Figure 1. Wires at chosen ports, followed through buffers (run 1).
Scale bar: 20 um.
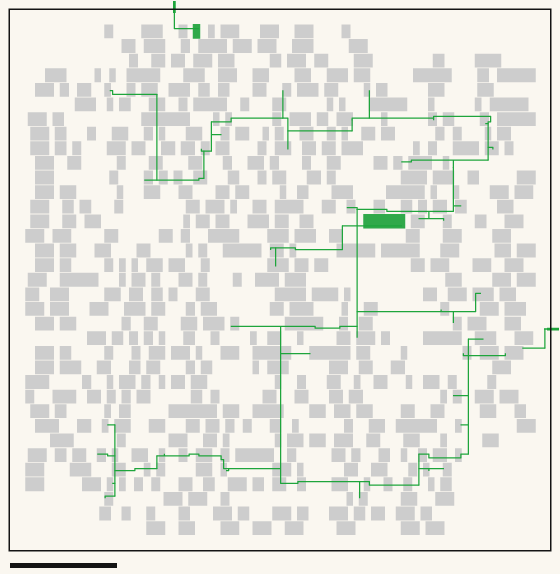
Figure 2. Cells colored by class (run 1).
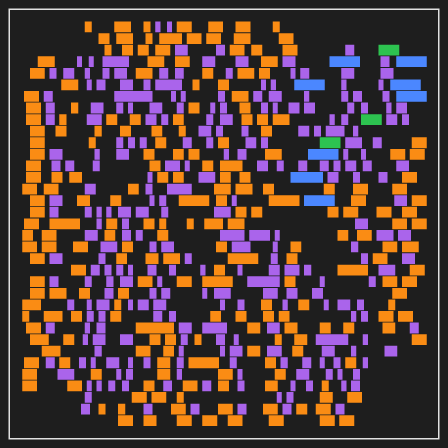
Figure 3. Routing congestion (run 1).
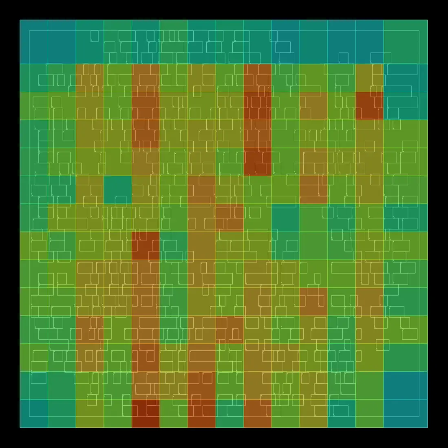
Figure 4. Cell density map (run 1).
The die is cut into 10 by 10 equal tiles; black is low, pale yellow is high, 0 to 100% covered.
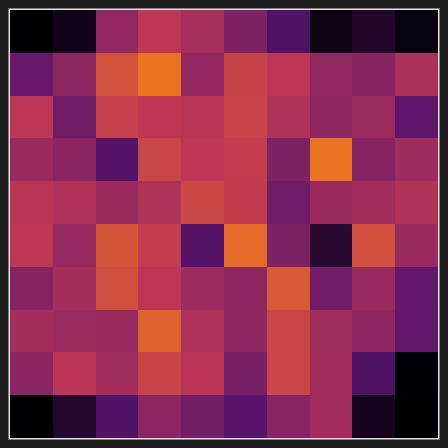
===== src/rtl/pc_seq_ctrl_pkg.sv =====
// pc_seq_ctrl_pkg -- shared CPU front-end definitions: FSM states, vectors, next-PC select codes.
// Rev 1.0
`default_nettype none

package pc_seq_ctrl_pkg;

  typedef enum logic [1:0] {
    ST_RUN       = 2'd0,
    ST_STALL_MD  = 2'd1,
    ST_EXC_FLUSH = 2'd2
  } pc_state_e;

  typedef enum logic [2:0] {
    NPC_SEQ  = 3'd0,
    NPC_BR   = 3'd1,
    NPC_JMP  = 3'd2,
    NPC_HOLD = 3'd3,
    NPC_EPC  = 3'd4,
    NPC_EXC  = 3'd5
  } npc_sel_e;

  localparam logic [31:0] EXC_VEC_DEF  = 32'h0040_0004;
  localparam logic [31:0] RESET_PC_DEF = 32'h0040_0000;

  function automatic logic [31:0] pc_plus4(input logic [31:0] pc);
    return pc + 32'd4;
  endfunction

endpackage

`default_nettype wire


===== src/rtl/pc_seq_ctrl_npc_mux.sv =====
// npc_mux -- priority next-PC selector: exc > eret > hold > jmp > br > pc+4.
// Rev 1.0
`default_nettype none

module npc_mux
  import pc_seq_ctrl_pkg::*;
(
  input  logic        exc_i,
  input  logic        eret_i,
  input  logic        hold_i,
  input  logic        jmp_i,
  input  logic        br_i,
  input  logic [31:0] pc_cur_i,
  input  logic [31:0] br_target_i,
  input  logic [31:0] jmp_target_i,
  input  logic [31:0] epc_i,
  input  logic [31:0] exc_vec_i,
  output logic [31:0] npc_o
);

  npc_sel_e sel;

  always_comb begin
    if (exc_i)       sel = NPC_EXC;
    else if (eret_i) sel = NPC_EPC;
    else if (hold_i) sel = NPC_HOLD;
    else if (jmp_i)  sel = NPC_JMP;
    else if (br_i)   sel = NPC_BR;
    else             sel = NPC_SEQ;
  end

  always_comb begin
    npc_o = pc_plus4(pc_cur_i);
    case (sel)
      NPC_EXC:  npc_o = exc_vec_i;
      NPC_EPC:  npc_o = epc_i;
      NPC_HOLD: npc_o = pc_cur_i;
      NPC_JMP:  npc_o = jmp_target_i;
      NPC_BR:   npc_o = br_target_i;
      default:  npc_o = pc_plus4(pc_cur_i);
    endcase
  end

endmodule

`default_nettype wire


===== src/rtl/pc_seq_ctrl.sv =====
// pc_seq_ctrl -- PC sequencing, hazard stall and redirect control.
// Exception/ERET path and EXC_FLUSH state compiled in by PC_SEQ_CTRL_EXC_EN. Rev 1.0
`default_nettype none

module pc_seq_ctrl
  import pc_seq_ctrl_pkg::*;
#(
  parameter int unsigned MD_TIMEOUT = 63,
  parameter logic [31:0] EXC_VEC    = EXC_VEC_DEF,
  parameter logic [31:0] RESET_PC   = RESET_PC_DEF
) (
  input  logic        clk,
  input  logic        rst,
  input  logic [31:0] pc_cur,
  input  logic        br_taken,
  input  logic [31:0] br_target,
  input  logic        jmp,
  input  logic [31:0] jmp_target,
  input  logic        ld_use,
  input  logic        md_start,
  input  logic        md_done,
  input  logic        exc_req,
  input  logic        eret,
  input  logic [31:0] epc,
  output logic [31:0] npc,
  output logic        pc_ena,
  output logic        pc_stall,
  output logic        if_flush,
  output logic        id_flush,
  output logic        md_timeout,
  output logic [1:0]  state
);

  localparam logic [5:0] MD_LIMIT = MD_TIMEOUT[5:0];

  logic [1:0]  state_q;
  logic [5:0]  md_cnt_q;
  logic        md_timeout_q;
  logic        in_run;
  logic        in_md;
  logic        in_flush;
  logic        exc_v;
  logic        eret_v;
  logic [31:0] mux_npc;

  assign in_run = (state_q == ST_RUN);
  assign in_md  = (state_q == ST_STALL_MD);

`ifdef PC_SEQ_CTRL_EXC_EN
  assign exc_v    = exc_req;
  assign eret_v   = eret & in_run;
  assign in_flush = (state_q == ST_EXC_FLUSH);
`else
  logic unused_exc;
  assign unused_exc = exc_req ^ eret;
  assign exc_v      = 1'b0;
  assign eret_v     = 1'b0;
  assign in_flush   = 1'b0;
`endif

  npc_mux u_npc_mux (
    .exc_i        (exc_v),
    .eret_i       (eret_v),
    .hold_i       (in_md),
    .jmp_i        (jmp & in_run),
    .br_i         (br_taken & in_run),
    .pc_cur_i     (pc_cur),
    .br_target_i  (br_target),
    .jmp_target_i (jmp_target),
    .epc_i        (epc),
    .exc_vec_i    (EXC_VEC),
    .npc_o        (mux_npc)
  );

  // A pending exception overrides every stall and the ERET redirect.
  assign npc        = rst ? mux_npc : RESET_PC;
  assign pc_ena     = rst;
  assign pc_stall   = rst & ~exc_v & ((in_run & ~eret_v & ld_use) | in_md);
  assign id_flush   = rst & ((in_run & ~exc_v & ~eret_v & ld_use) | in_flush);
  assign if_flush   = rst & ((eret_v & ~exc_v) | in_flush);
  assign md_timeout = md_timeout_q;
  assign state      = state_q;

  always_ff @(posedge clk) begin
    if (!rst) begin
      state_q      <= ST_RUN;
      md_cnt_q     <= 6'd0;
      md_timeout_q <= 1'b0;
    end else if (exc_v) begin
      state_q  <= ST_EXC_FLUSH;
      md_cnt_q <= 6'd0;
    end else begin
      case (state_q)
        ST_RUN: begin
          if (md_start && !md_done) begin
            state_q  <= ST_STALL_MD;
            md_cnt_q <= 6'd0;
          end
        end
        ST_STALL_MD: begin
          if (md_done) begin
            state_q <= ST_RUN;
          end else if (md_cnt_q == MD_LIMIT) begin
            state_q      <= ST_RUN;
            md_timeout_q <= 1'b1;
          end else begin
            md_cnt_q <= md_cnt_q + 6'd1;
          end
        end
        default: state_q <= ST_RUN;
      endcase
    end
  end

endmodule

`default_nettype wire


===== config.mk =====
export PLATFORM = sky130hd
export DESIGN_NAME = pc_seq_ctrl
export DESIGN_NICKNAME = d
export VERILOG_FILES = /design/src/rtl/pc_seq_ctrl_pkg.sv /design/src/rtl/pc_seq_ctrl_npc_mux.sv /design/src/rtl/pc_seq_ctrl.sv
export SDC_FILE = /design/constraint.sdc
export NUM_CORES = 1
export LEC_CHECK = 0
export ABC_CLOCK_PERIOD_IN_PS = 2700
export CAP_MARGIN = 20
export CELL_PAD_IN_SITES_DETAIL_PLACEMENT = 1
export CELL_PAD_IN_SITES_GLOBAL_PLACEMENT = 1
export CORE_MARGIN = 2
export CORE_UTILIZATION = 20
export DETAILED_ROUTE_END_ITERATION = 6
export GPL_TIMING_DRIVEN = 1
export PLACE_DENSITY_LB_ADDON = 0.1
export SLEW_MARGIN = 20
export SYNTH_ARGS = -nofsm -noshare
export SYNTH_HDL_FRONTEND = slang
export SYNTH_SLANG_ARGS = --single-unit

===== constraint.sdc =====
create_clock -name clk -period 2.7 [get_ports clk]
set_clock_uncertainty 0.05 [all_clocks]
set_input_delay 0.54 -clock clk [delete_from_list [all_inputs] [get_ports clk]]
set_output_delay 0.54 -clock clk [all_outputs]
set_load 0.02 [all_outputs]

==> impl_metrics.json, run 1 <==
{
  "status": "complete, no violations",
  "synthAoiAreaFrac_pct": 41.3,
  "xor_area_share_pct": 6.58,
  "crit_buf_inv": 3,
  "seqPwrFrac_pct": 14.1,
  "flops": 8,
  "dp_hpwl_um": 7880,
  "total_power_mw": 0.863,
  "final-comb-area_um2": 1660,
  "async_flop_share_pct": 0,
  "sw_frac_of_total_pct": 37.7,
  "nClkBuffers": 3,
  "cts_tree": "built",
  "min_period_over_period_pct": 97.7,
  "synth_warnings": 0,
  "syn2layout_area_growth_pct": 118,
  "hold_viol": 0,
  "track_usage_pct": 19.1,
  "synth_cell_types": 53,
  "r2r_end": "md_cnt_q[5]",
  "path_common_cell": "buf_6",
  "setup_violations": 0,
  "clkTransAtPathRegs_ns": 0.04,
  "final_common_cell": "clkdlybuf4s50_1",
  "ys_top_logic_family": "AND-OR/OR-AND gates",
  "cts_max_level": 1,
  "die_area_um2": 10100,
  "hold_end": "md_cnt_q[5]",
  "vias": 3040,
  "internal_power_mw": 0.538,
  "drt-initial-drc-count": 69,
  "fin_tns_setup_ns": 0,
  "detail-route-antenna-nets": 0,
  "fin_cells": 607,
  "worst-path-max-fanout": 5,
  "power.switching_mw": 0.326,
  "mux_share_pct": 0.604,
  "dp_cells": 587,
  "crit_type": "in -> out",
  "fin_area_um2": 4070,
  "cpLargestDelayFamily": "simple AND/OR/NAND/NOR gates",
  "die_h_um": 101,
  "drive_gt1_share_pct": 31.7,
  "tool_warnings": 61,
  "layout_top_cells": "77 x clkdlybuf4s50_1, 76 x buf_4, 42 x nand2_1",
  "synthFlopType": "dfxtp_1",
  "powerClk_mw": 0.145,
  "fa_ha_area_share_pct": 1.34,
  "hold_depth": 2,
  "clock-root-buffer": "clkbuf_8",
  "yosysTopAreaCell": "dfxtp_1",
  "place_ws_ns": -0.873,
  "cts_buffers": 3,
  "top_area_share_pct": 8.59,
  "top_power_group": "combinational cells",
  "crit_path_max_incr_delay_ns": 0.43,
  "comb_area_share_pct": 40.8,
  "crit_end": "npc[19]",
  "fin_crit_ns": 2.64,
  "num-fill-cells": 1156,
  "antenna_found_initial": 1,
  "fin_nets": 636,
  "place_area_um2": 3870,
  "grt_pass1_vias": 3149,
  "clkPwrFrac_pct": 16.8,
  "critPathArrivalTime_ns": 2.05,
  "register_area_um2": 161,
  "signal_buffers": 223,
  "r2r_cells": 5,
  "wl_um": 10100,
  "drv_cap": 0,
  "yosys-top-cells-count": "42 x nand2_1, 29 x a21oi_1, 29 x o21ai_0",
  "cp_cell_sequence": "buf_6 > nand4_1 > buf_6 > or3_4 > nor4_4 > nor3_2 > a211oi_2 > buf_4",
  "edf_count": 0,
  "synth_cells": 295,
  "comb_power_share_pct": 69.1,
  "dr.pass1.iters": 4,
  "p_seq_mw": 0.122,
  "area_leaders": "dfxtp_1 8.6%, nand2_1 8.5%, a21oi_1 7.8%",
  "comb_cells": 256,
  "final-clk-cell-share_pct": 1.02,
  "crit_cells": 8,
  "grt.overflow.total": 0,
  "synth_top_cell_by_count": "nand2_1",
  "routabilityCongestion": 0.791,
  "tap_cells": 111,
  "slew_viol_final": 0,
  "p_comb_mw": 0.597,
  "setup.worst_path.start": "pc_cur[10]",
  "ys_ff": 8,
  "cts.path.max_buffers": 2,
  "routed_via_density": 5.01,
  "yosysSeqAreaShare_pct": 8.59,
  "r2r_slack_ns": 1.00,
  "critical-path-slowest-cell": "or3_4",
  "r2r-start": "state[0]",
  "cp-start-kind": "input port",
  "hp-class": "reg -> reg",
  "setup_slack_ns": 0.0620,
  "synth-area-yosys_um2": 1860,
  "peakVddDrop_mv": 0.0820,
  "route.detailed.drc": 0,
  "syn_area_um2": 1860,
  "leakagePower_nw": 1.71,
  "inv_count": 5,
  "simple_gate_share_pct": 33.5,
  "grt_pass1_wl_um": 15700,
  "io_pins": 176,
  "largestClassByArea": "non-clock buffers",
  "postSynthAreaPerCell_um2": 6.32,
  "worst_ep_required_time_ns": 2.11,
  "clock-sinks": 8,
  "clk_latency_ns": 0.23,
  "port_buffers": 139,
  "power-per-cell-area_nw_per_um2": 212,
  "diodes": 1,
  "grt_max_degree": 53,
  "cts_hold_buf": 0,
  "buffer_area_share_pct": 50.3,
  "fmax_mhz": 379,
  "hold_path.startpoint": "md_cnt_q[5]",
  "ys_cells": 295,
  "worst_setup_path_end_kind": "output pin",
  "finalHoldWorstSlack_ns": 0.435,
  "die_w_um": 101
}
-- Figure 1 (at the start) --
[green] state | direction: output | edge: 1 right, 1 top | end cells: 2 | wire: 494 um

-- Figure 2 (at the start) --
[orange] remaining buffers and delay cells | cells: 223 | share of their area: 52%
[green] clock drivers | cells: 3 | share of their area: 1.1%
[purple] combinational and other logic | cells: 261 | share of their area: 43%
[blue] sequential cells | cells: 8 | share of their area: 4.1%
sequential cell area share: 3.97%
Layout Utilization: 44.4%
num rows: 35
core box area: 9150 um^2

-- Figure 3 (at the start) --
met3 usage: 3.68%
Routed wire per std cell: 16.7 um
GRT Max-Usage Layer: met2

-- Figure 4 (at the start) --
fullest tile: 68%
nearly empty tiles: 4.0%
mean over tiles: 39%
Floorplan Utilization: 20.4%

## run 1: timing repair
item                       in CTS  in global routing
setup endpoints to repair      34                 29
pin swaps                      17                 21
buffers inserted                9                  5
resized                       180                 51
gates cloned                    1                  1
## run 1: flip-flops by register name, summed over array words and instances, names as in the netlist
| name | flops |
|---|---|
| md_cnt_q | 6 |
| state | 1 |
| md_timeout | 1 |
## run 1: layer usage
| layer | track usage (%) | wire length, um | vias up |
|---|---|---|---|
| met5 | 0 | 0 | - |
| met2 | 35.5 | 5150 | 83 |
| li1 | - | - | 1514 |
| met4 | 1.79 | 14 | 0 |
| met3 | 3.68 | 571 | 2 |
| met1 | 23.5 | 4410 | 1441 |
Figure 5. Cell sizes after repair (run 1).
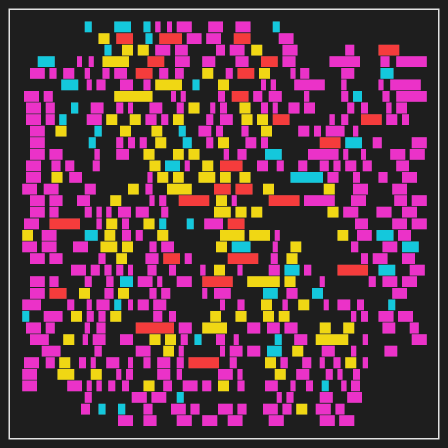

--- run 2 (diff from run 1) ---
SETUP_SLACK_MARGIN = 0.05   (was not set)
Figure 6. Cell sizes after repair (run 2).
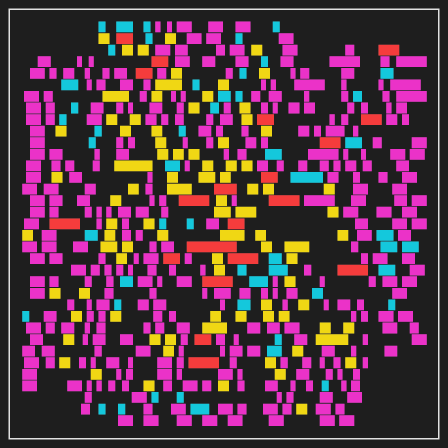
[yellow] _3 and _4 cells | cells: 88 | share: 18%
[red] _6 and larger | cells: 20 | share: 4.1%
[magenta] _0 and _1 cells | cells: 334 | share: 68%
[cyan] _2 cells | cells: 50 | share: 10%

Figure 7. Cells colored by class (run 2).
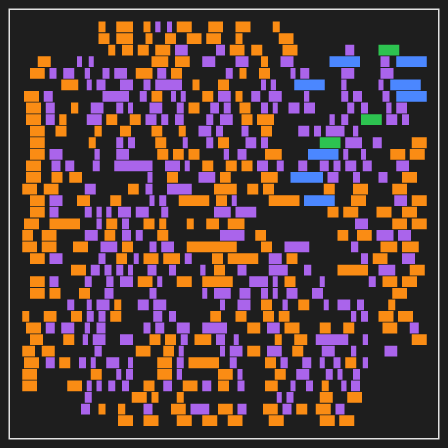
Finished Cell Area: 4010 um^2
sequential cell area share: 4.03%

==> run 2 against run 1 <==
Against the previous run: non-clock buffer count decreased by 3; first-iteration DRC count increased by 7.2%; die area unchanged; worst hold slack about the same; largest cell class unchanged.
==> impl_metrics.json, run 2 <==
{
  "status": "complete, no violations",
  "ys_cells": 295,
  "clk_latency_ns": 0.23,
  "largest_reg_flops": 6,
  "signal_buffers": 220,
  "fin_util_pct": 43.8,
  "routed_via_density": 4.98,
  "final_common_cell": "clkdlybuf4s50_1",
  "grt_pass1_vias": 3166,
  "peakVddDrop_mv": 0.0817,
  "syn2layout_area_growth_pct": 115,
  "min_period_over_period_pct": 95.6,
  "grt_max_degree": 53,
  "antenna_found_initial": 0,
  "use_met1_pct": 23.3,
  "drive_gt1_share_pct": 32.1,
  "synth-area-yosys_um2": 1860,
  "wl_per_cell_um": 16.3,
  "flops": 8,
  "fmax_mhz": 388,
  "rows": 35,
  "detail-route-antenna-nets": 0,
  "register_area_um2": 161,
  "use_met3_pct": 3.61,
  "dp_cells": 587,
  "synth_top_cell_by_count": "nand2_1",
  "power-per-cell-area_nw_per_um2": 214,
  "internal_power_mw": 0.534,
  "buffer_area_share_pct": 49.4,
  "simple_gate_share_pct": 33.5,
  "num-fill-cells": 1161,
  "drt-initial-drc-count": 74,
  "hold_depth": 2,
  "fin_tns_setup_ns": 0,
  "power.switching_mw": 0.324,
  "syn_area_um2": 1860,
  "xor_area_share_pct": 6.58,
  "slew_viol_final": 0,
  "comb_power_share_pct": 68.9,
  "wl_um": 9840,
  "cts_tree": "built",
  "place_ws_ns": -0.873,
  "vias": 3000,
  "crit_buf_inv": 3,
  "fin_nets": 633,
  "grt_pass1_wl_um": 15800,
  "io_pins": 176,
  "hold_viol": 0,
  "r2r_cells": 5,
  "fin_cells": 603,
  "dr.pass1.iters": 4,
  "cts_hold_buf": 0,
  "ys_ff": 8,
  "inv_count": 5,
  "sw_frac_of_total_pct": 37.7,
  "layout_top_cells": "77 x clkdlybuf4s50_1, 76 x buf_4, 42 x nand2_1",
  "edf_count": 0,
  "clock-root-buffer": "clkbuf_8",
  "initial_utilization_pct": 20.4,
  "setup_slack_ns": 0.120,
  "tool_warnings": 62,
  "core-area_um2": 9150,
  "worst_setup_path_end_kind": "output pin",
  "top_area_share_pct": 8.59,
  "cts_max_level": 1,
  "yosysTopAreaCell": "dfxtp_1",
  "top_power_group": "combinational cells",
  "yosysSeqAreaShare_pct": 8.59,
  "track_usage_pct": 19.2,
  "synth_cell_types": 53,
  "diodes": 0,
  "cpLargestDelayFamily": "simple AND/OR/NAND/NOR gates",
  "hp-class": "reg -> reg",
  "area_leaders": "dfxtp_1 8.6%, nand2_1 8.5%, a21oi_1 7.8%",
  "tap_cells": 111,
  "async_flop_share_pct": 0,
  "clkTransAtPathRegs_ns": 0.04,
  "worst-path-max-fanout": 4,
  "final-comb-area_um2": 1670,
  "synthAoiAreaFrac_pct": 41.3,
  "cp-start-kind": "input port",
  "die_w_um": 101,
  "die_area_um2": 10100
}
## run 2: logic make-up after synthesis
| family | after synthesis |
|---|---|
| AOI/OAI and AO/OA | 120 |
| and+or+nand+nor | 117 |
| buffers and inverters | 32 |
| xor gates and xnor gates | 14 |
| DFF | 8 |
| adders and majority gates | 2 |
| other | 1 |
| muxes | 1 |
## run 2: worst max path at each step
stage	cells past startpoint	from	end
6_report	8	pc_cur[12]	npc[19]
5_1_grt	8	pc_cur[9]	npc[19]
4_1_cts	7	pc_cur[13]	npc[24]
3_5_place_dp	9	pc_cur[2]	npc[24]
3_3_place_gp	9	pc_cur[2]	npc[24]
2_1_floorplan	7	pc_cur[2]	npc[26]
Figure 8. Wires at chosen ports, followed through buffers (run 2).
Scale bar: 20 um.
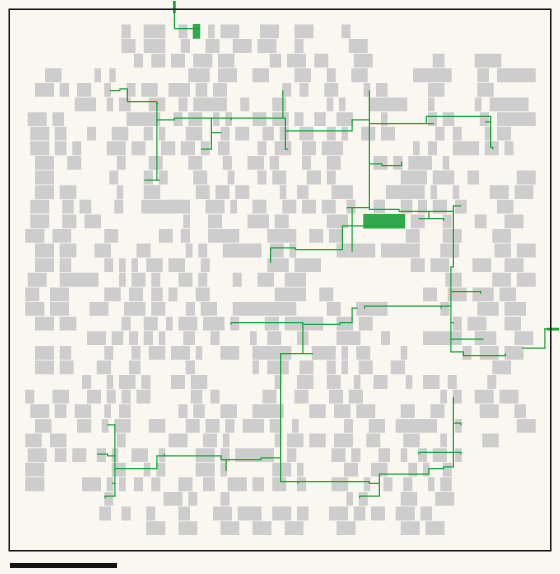

--- run 3 (diff from run 2) ---
CORE_MARGIN = not set   (was 2)
Figure 9. Wires at chosen ports, followed through buffers (run 3).
Scale bar: 20 um.
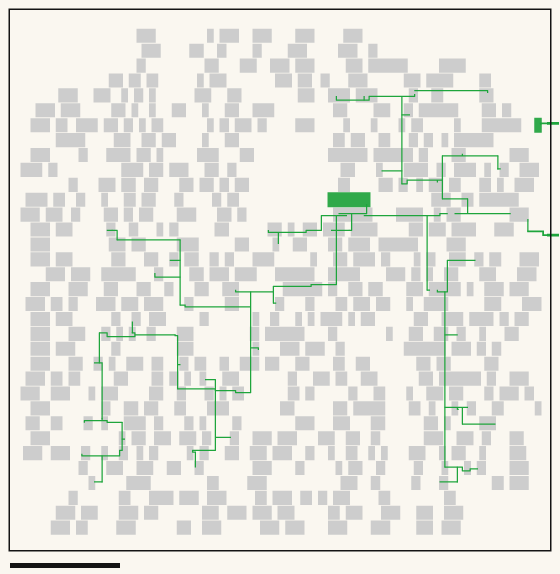
IO Port Bufs: 139
I/O pins: 176

Figure 10. Cells colored by class (run 3).
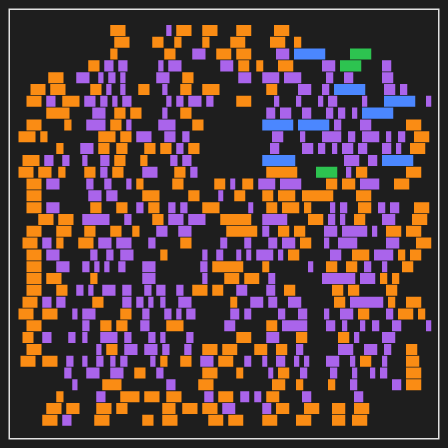
[green] clock drivers | cells: 3 | share of their area: 1.1%
[purple] combinational and other logic | cells: 261 | share of their area: 45%
[orange] remaining buffers and delay cells | cells: 214 | share of their area: 50%
[blue] sequential cells | cells: 8 | share of their area: 4.3%
Layout Utilization: 43.8%
sequential cell area share: 4.14%
Finished Cell Area: 3890 um^2

==> run 3 against run 2 <==
Against the previous run: the flow now finishes with violations (DRC); die area is 3.9% lower; sequential power is essentially flat; critical path depth stayed put; global-route usage increased by 0.42 points; non-clock buffer count shrank 6; cell area decreased by 2.8%; setup slack got worse by 0.093 ns; sequential cell count unchanged; critical endpoint unchanged; largest power group unchanged.
==> impl_metrics.json, run 3 <==
{
  "top_area_share_pct": 8.59,
  "die_w_um": 98.5,
  "setup.worst_path.start": "pc_cur[2]",
  "route.detailed.drc": 9,
  "xor_area_share_pct": 6.58,
  "dp_cells": 578,
  "largestClassByArea": "non-clock buffers",
  "hold_viol": 0,
  "num-fill-cells": 1116,
  "grt_pass1_vias": 3164,
  "place_ws_ns": -0.883,
  "nClkBuffers": 3,
  "tap_cells": 108,
  "fin_tns_setup_ns": 0,
  "yosysSeqAreaShare_pct": 8.59,
  "fa_ha_area_share_pct": 1.34,
  "core-area_um2": 8890,
  "diodes": 0,
  "synth-area-yosys_um2": 1860,
  "fin_crit_ns": 2.67,
  "buffer_area_share_pct": 48.2,
  "synth_cell_types": 53,
  "synth_warnings": 0,
  "cp_cell_sequence": "buf_8 > buf_6 > nand4_1 > or3_4 > nor4_4 > nor3_2 > a211oi_2 > buf_4",
  "comb_area_share_pct": 42.7,
  "cts_tree": "built",
  "use_met2_pct": 36.8,
  "crit_end": "npc[19]",
  "syn2layout_area_growth_pct": 109,
  "initial_utilization_pct": 21.0,
  "violations": "DRC",
  "ys_cells": 295,
  "synthAoiAreaFrac_pct": 41.3,
  "cpLargestDelayFamily": "simple AND/OR/NAND/NOR gates",
  "worst-path-max-fanout": 4,
  "worst_setup_path_end_kind": "output pin",
  "synthFlopType": "dfxtp_1",
  "clk_latency_ns": 0.23,
  "postCtsResizedCells": 178,
  "cts_buffers": 3,
  "register_area_um2": 161,
  "worst_ep_required_time_ns": 2.11,
  "dr.pass1.iters": 6,
  "final_common_cell": "clkdlybuf4s50_1",
  "antenna_found_initial": 0,
  "tool_warnings": 62,
  "synth_top_cell_by_count": "nand2_1",
  "fin_nets": 627,
  "routed_via_density": 5.11,
  "edf_count": 0,
  "vias": 3038,
  "critical-path-slowest-cell": "or3_4",
  "yosys-top-cells-count": "42 x nand2_1, 29 x a21oi_1, 29 x o21ai_0",
  "slew_viol_final": 0,
  "wl_per_cell_um": 16.6,
  "die_h_um": 98.5,
  "cp-start-kind": "input port",
  "final-clk-cell-share_pct": 1.06,
  "peakVddDrop_mv": 0.131,
  "detail-route-antenna-nets": 0,
  "status": "complete, but fails checks",
  "largest_reg_flops": 6,
  "p_seq_mw": 0.121,
  "final-comb-area_um2": 1660,
  "setup_slack_ns": 0.0271,
  "flops": 8,
  "postSynthAreaPerCell_um2": 6.32,
  "comb_power_share_pct": 68.2,
  "drv_cap": 0,
  "yosysTopAreaCell": "dfxtp_1",
  "crit_cells": 8,
  "r2r_end": "md_cnt_q[5]",
  "powerClk_mw": 0.148,
  "crit_type": "in -> out",
  "crit_path_max_incr_delay_ns": 0.48,
  "clkTransAtPathRegs_ns": 0.04,
  "wl_um": 9830,
  "async_flop_share_pct": 0,
  "hp-class": "reg -> reg",
  "internal_power_mw": 0.522,
  "r2r_slack_ns": 0.86,
  "top_power_group": "combinational cells",
  "regMostFlops": "md_cnt_q",
  "comb_cells": 256,
  "syn_area_um2": 1860,
  "cts_max_level": 1,
  "power-per-cell-area_nw_per_um2": 218,
  "drive_gt1_share_pct": 31.9,
  "simple_gate_share_pct": 33.5,
  "grt.overflow.total": 0,
  "layout_top_cells": "78 x clkdlybuf4s50_1, 74 x buf_4, 42 x nand2_1",
  "busiest_layer": "met2",
  "sw_frac_of_total_pct": 38.4,
  "ys_ff": 8,
  "min_period_over_period_pct": 99.0,
  "grt_pass1_wl_um": 15600,
  "r2r-start": "state[0]",
  "ys_top_logic_family": "AND-OR/OR-AND gates",
  "power.switching_mw": 0.326,
  "p_comb_mw": 0.579
}
[run 3: worst min-delay path by stage]
stage,startpoint,end,slack (ns),cells after the start
2_1_floorplan,md_cnt_q[5],md_cnt_q[5],0.41,2
3_5_place_dp,md_cnt_q[1],md_cnt_q[1],0.44,2
3_3_place_gp,md_cnt_q[5],md_cnt_q[5],0.42,2
4_1_cts,md_cnt_q[1],md_cnt_q[1],0.44,2
6_report,md_cnt_q[1],md_cnt_q[1],0.44,2
5_1_grt,md_timeout,md_timeout,0.46,2
[run 3: worst reg2reg max path, cell delays in order (launching register included)]
cell     delay (ns)
dfxtp_2        0.35
buf_12         0.22
buf_4          0.23
o21ai_0        0.18
a21oi_1        0.28
nand2_1        0.16
o32ai_1        0.28
Power and IR drop assume default switching activity.
